Figure 1. Metal 1.
The bar under the picture is 20 um long. Cells faint in the background.
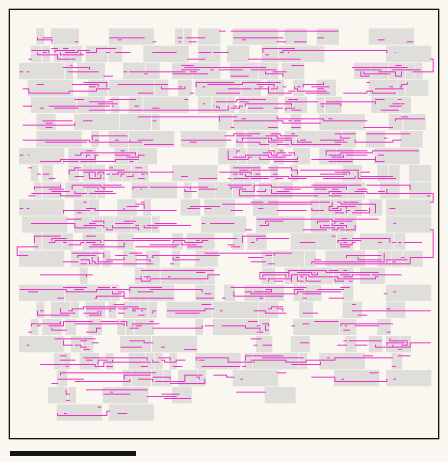
Figure 2. Signal wires on met2.
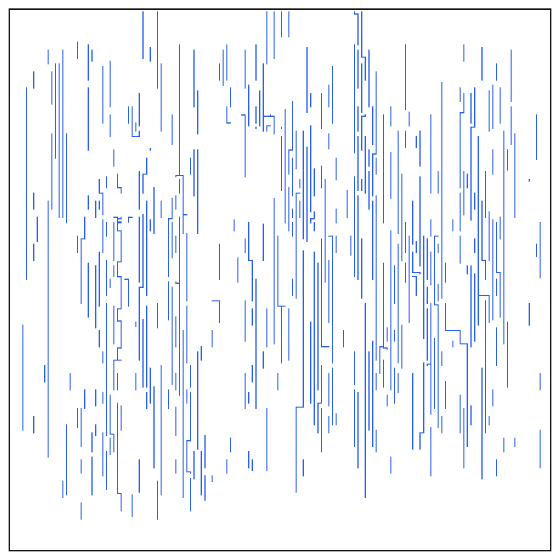
Figure 3. Met3 routing.
The bar under the picture is 20 um long.
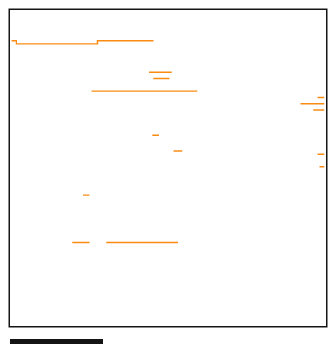
Figure 4. The clock network.
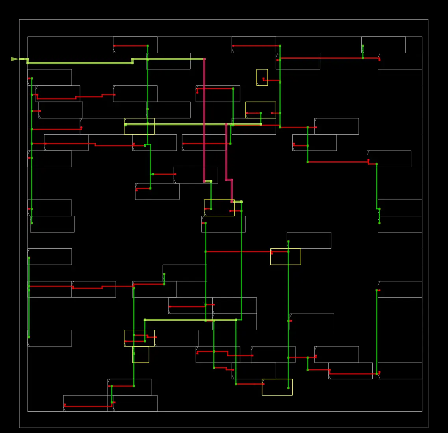
File: config.mk
export PLATFORM = sky130hd
export DESIGN_NAME = overcurrent_retry_ctrl
export DESIGN_NICKNAME = d
export VERILOG_FILES = /design/src/rtl/overcurrent_retry_ctrl.sv
export SDC_FILE = /design/constraint.sdc
export NUM_CORES = 1
export LEC_CHECK = 0
export CAP_MARGIN = 20
export CORE_UTILIZATION = 55
export DETAILED_ROUTE_END_ITERATION = 12
export PLACE_DENSITY = 0.74
export SLEW_MARGIN = 25
export SYNTH_ARGS = -nofsm -noshare
export SYNTH_HDL_FRONTEND = slang
export SYNTH_SLANG_ARGS = --single-unit
File: constraint.sdc
create_clock -name clk -period 3 [get_ports clk]
set_input_delay 0.6 -clock clk [delete_from_list [all_inputs] [get_ports clk]]
set_output_delay 0.6 -clock clk [all_outputs]
set_load 0.01 [all_outputs]
File: src/rtl/overcurrent_retry_ctrl.sv
// Overcurrent trip / retry / lockout sequencer for one H-Bridge channel.
// A clocked, debounced FSM gates the H-Bridge enable around the overcurrent comparators.
//
// Ports:
//   clk           system clock
//   rst           synchronous active-high reset
//   pwm_in        PWM from the PWM generator (already synchronous)
//   over_in       async comparator: current above upper threshold
//   under_in      async comparator: current below lower threshold
//   clear         single-cycle pulse that releases LOCKOUT
//   en_out        registered H-Bridge enable
//   motor_out     H-Bridge input, pwm_in gated by en_out
//   fault_latched registered, 1 while in LOCKOUT
//   fault_cnt     trips since the last clean period or reset
//   state         RUN=0, TRIP=1, COOL=2, LOCKOUT=3
module overcurrent_retry_ctrl #(
  parameter int unsigned DEB_CYCLES   = 4,
  parameter int unsigned COOL_CYCLES  = 50000,
  parameter int unsigned MAX_RETRIES  = 3,
  parameter int unsigned CLEAN_CYCLES = 1000000
) (
  input  logic       clk,
  input  logic       rst,
  input  logic       pwm_in,
  input  logic       over_in,
  input  logic       under_in,
  input  logic       clear,
  output logic       en_out,
  output logic       motor_out,
  output logic       fault_latched,
  output logic [2:0] fault_cnt,
  output logic [1:0] state
);

  localparam int unsigned DebW   = $clog2(DEB_CYCLES + 1);
  localparam int unsigned CoolW  = $clog2(COOL_CYCLES + 1);
  localparam int unsigned CleanW = $clog2(CLEAN_CYCLES + 1);

  localparam logic [DebW-1:0]   DebMax     = DebW'(DEB_CYCLES);
  localparam logic [DebW-1:0]   DebLast    = DebW'(DEB_CYCLES - 1);
  localparam logic [CoolW-1:0]  CoolLoad   = CoolW'(COOL_CYCLES - 1);
  localparam logic [CleanW-1:0] CleanLast  = CleanW'(CLEAN_CYCLES - 1);
  localparam logic [2:0]        MaxRetries = 3'(MAX_RETRIES);

  typedef enum logic [1:0] {
    StRun     = 2'd0,
    StTrip    = 2'd1,
    StCool    = 2'd2,
    StLockout = 2'd3
  } state_e;

  state_e             state_q;
  logic               en_q;
  logic               fault_latched_q;
  logic [2:0]         fault_cnt_q;
  logic               over_meta_q, over_s_q;
  logic               under_meta_q, under_s_q;
  logic [DebW-1:0]    deb_q;
  logic [CoolW-1:0]   cool_q;
  logic [CleanW-1:0]  clean_q;

  logic trip;
  logic release_ok;
  logic lockout_hit;

  // Trip fires on the edge where the debounce count reaches DEB_CYCLES, so the
  // enable drops on that same edge rather than one cycle later.
  assign trip        = over_s_q && (deb_q >= DebLast);
  assign release_ok  = !over_s_q && under_s_q;
  assign lockout_hit = (fault_cnt_q == MaxRetries);

  always_ff @(posedge clk) begin
    if (rst) begin
      state_q         <= StRun;
      en_q            <= 1'b1;
      fault_latched_q <= 1'b0;
      fault_cnt_q     <= '0;
      over_meta_q     <= 1'b0;
      over_s_q        <= 1'b0;
      under_meta_q    <= 1'b0;
      under_s_q       <= 1'b0;
      deb_q           <= '0;
      cool_q          <= '0;
      clean_q         <= '0;
    end else begin
      over_meta_q  <= over_in;
      over_s_q     <= over_meta_q;
      under_meta_q <= under_in;
      under_s_q    <= under_meta_q;

      if (!over_s_q) begin
        deb_q <= '0;
      end else if (deb_q != DebMax) begin
        deb_q <= deb_q + 1'b1;
      end

      unique case (state_q)
        StRun, StCool: begin
          if (trip) begin
            // A trip while cooling is handled exactly like a trip in RUN and
            // wins over cooldown expiry.
            state_q         <= lockout_hit ? StLockout : StTrip;
            fault_cnt_q     <= lockout_hit ? fault_cnt_q : fault_cnt_q + 3'd1;
            fault_latched_q <= lockout_hit;
            en_q            <= 1'b0;
            clean_q         <= '0;
          end else if (state_q == StRun) begin
            if (clean_q == CleanLast) begin
              clean_q     <= '0;
              fault_cnt_q <= '0;
            end else begin
              clean_q <= clean_q + 1'b1;
            end
          end else if (cool_q == '0) begin
            state_q <= StRun;
            en_q    <= 1'b1;
          end else begin
            cool_q <= cool_q - 1'b1;
          end
        end
        StTrip: begin
          if (release_ok) begin
            cool_q  <= CoolLoad;
            state_q <= StCool;
          end
        end
        StLockout: begin
          // clear is acted on only when the current is back in the window.
          if (clear && release_ok) begin
            fault_cnt_q     <= '0;
            fault_latched_q <= 1'b0;
            cool_q          <= CoolLoad;
            state_q         <= StCool;
          end
        end
      endcase
    end
  end

  assign en_out        = en_q;
  assign motor_out     = pwm_in & en_q;
  assign fault_latched = fault_latched_q;
  assign fault_cnt     = fault_cnt_q;
  assign state         = state_q;

endmodule
==> results.txt <==
Notes on the physical design

Power comes to 1.11 mW. The fraction of final layout cells sized beyond drive strength 1 is 0.0934. After the first detailed-routing iteration, the DRC count stood at 83.

The count of cells along the worst register-to-register path is 6. According to the timing report, the critical path is captured at cool_q[2]. The count of nets left with antenna violations once routing finished came out at 0. Sorting the synthesized cells by how often they occur yields 50 x sky130_fd_sc_hd__dfxtp_1, 39 x sky130_fd_sc_hd__nor2_1, 16 x sky130_fd_sc_hd__a21oi_1, 15 x sky130_fd_sc_hd__nand2_1, 15 x sky130_fd_sc_hd__xor2_1. The sequential-cell power consumption is 0.675 mW.

Global routing finished with a remaining overflow of 0. The critical hold path startpoint is under_meta_q. Routability-driven placement finished with a final weighted congestion of 0.815. The cell kind with the greatest summed area is multi-input combinational cells. The first-pass iteration count of the detailed router is 4.

The number of inserted diodes is 0. The transition time recorded at the tightest slew-check pin is 526 ps. Signal routing reaches up to met4. The worst-path maximum fanout is 10. The post-synthesis cell type with the largest instance count is sky130_fd_sc_hd__dfxtp_1. In this run the critical register-to-register path is captured at cool_q[2].

The floorplan has 23 rows. Looking at the post-CTS report, the setup buffer insertion count equals 0. The worst hold slack is 451 ps. The clock skew is 10.2 ps. The register bit total from synthesis is 50. The finished layout reports a core utilization of 0.651. The type of element launching the critical path is a flip-flop. The non-clock inverters instantiated in the layout total 14. The summed standard-cell area reported by yosys is 2410 um^2. The STA report counts the stages on the worst setup path as 6.

The overall fraction of global-route tracks in use is 0.223. The register area share after synthesis is 0.416. Dividing the final minimum period by the clock period gives 0.873. Clock tree synthesis inserted a total of 5 buffers. During synthesis, Yosys emitted a total of 0 warnings. Per the OpenROAD floorplan log, the area of the core is 4120 um^2. The buffer count excluding the clock tree in the final layout is 18. The clock-pin slew reported for the worst setup and hold paths after clock tree synthesis is 90 ps.

The highest clock frequency the design can meet is 382 MHz. The layout report lists the clock-cell share of area as 0.0355. The worst pin sits at a relative slew slack of 0.648. The count of buffers inserted at the top-level ports is 13. Hold repair after CTS inserted 0 buffers. The clock period minus final worst setup slack is 2620 ps. The peak supply drop is 0.303 mV. Grouping non-sequential cells by family puts the most area in simple AND/OR/NAND/NOR gates. The worst hold path cell count is 1. The power in the clock group is 0.403 mW.

The critical path required time is 3180 ps. Measured against the total synthesized area, the mux share comes to 0.00416. The net switching power of the design is 0.240 mW. The total setup violations reported at the end of the flow is 0. Summed over all nets, wire length on met3 after detailed routing comes to 94 um. The area fraction of the largest cell type after synthesis is 0.416. Per the OpenROAD power report, leakage power amounts to 0.953 nW. The count of pins on the block boundary is 14. The critical setup path kind is flip-flop to flip-flop. The die is 68.2 um tall. Compared with the post-synthesis result, the final layout area differs by 11.3%. The adder-cell share of the synthesized area is 0.0416. Counting both buffers and inverters, the worst setup path holds a total of 0. The first global-routing pass estimated 7.69 mm of wire. In the final layout, flip-flops and latches occupy 1000 um^2. After detailed routing, the number of vias per cell comes to 5.52. The startpoint identified for the worst register-to-register timing path is cool_q[2]. The final design area excluding fillers is 2680 um^2. Detailed placement finished with a half-perimeter wire length of 3.27 mm. The cell family contributing the most delay on the critical path is simple AND/OR/NAND/NOR gates. The initial utilization of the core area, before any placement, comes to 0.585. The initial antenna violation count is 0. Looking at the clock tree report, the H-tree level count equals 2.

For this run, the post-layout net count is 302. The timing report shows that the slowest cell on the worst path is sky130_fd_sc_hd__or3b_1. The top contributor to total power is registers.

The count of final hold-check violations is 0. Combinational power for this build is 0.0349 mW. The via count of the first global-routing pass is 1745. The number of cells in the design after placement is 331. In this run, the synthesized area fraction spent on and/or/nand/nor cells is recorded as 0.285. The clock tree from TritonCTS is done. The largest net degree at the start of global routing is 21. The overall die area is 4650 um^2. Counting flops per register, the top entry is clean_q. The switching part of the total is 0.216. The most common logic cells in the final layout are 50 x sky130_fd_sc_hd__dfxtp_1, 39 x sky130_fd_sc_hd__nor2_1, 16 x sky130_fd_sc_hd__a21oi_1. The flow ran to the end, and the final reports show no timing, DRC or antenna violations. The count of instantiated cells in the yosys netlist is 272. In the final layout, the registers with the most flip-flops are clean_q: 20 flops, cool_q: 16 flops. The finished layout holds 339 standard cells, fillers aside.

The cell area after placement is 2580 um^2. The cell count after synthesis is 272. Per STA, the startpoint of the critical path is cool_q[2].

The area fraction in compound gates is 0.104. The layout has 359 filler cells. Post-CTS repair ended up resizing 0 cells. For this run, the slowest stage of the critical path takes 600 ps. The critical path goes through or4_4 -> or4_4 -> or3b_1 -> nand3_4 -> xor2_1 -> a21oi_1.
Back to the opening pictures, Figure 1:
- longest straight run: 22.1 um
- main direction: horizontal
- nets with wire on the layer: 281
total vias in the final route: 1872
met1 global-route usage: 0.273
overall routed net length: 4.52 mm

Back to the opening pictures, Figure 2:
- main direction: vertical
- wire length on this layer: 2220 um
- nets with wire on the layer: 243
- longest straight run: 32.3 um
- share of all routed wire: 49%
met2 track demand over resource: 0.371

Back to the opening pictures, Figure 3:
- share of all routed wire: 2.1%
- wire length on this layer: 94.5 um
- nets with wire on the layer: 10
- main direction: horizontal
global-route met3 utilization: 0.0550

Back to the opening pictures, Figure 4:
clk latency late pin: 300 ps
clkbuf count: 6

Power and IR drop assume default switching activity.
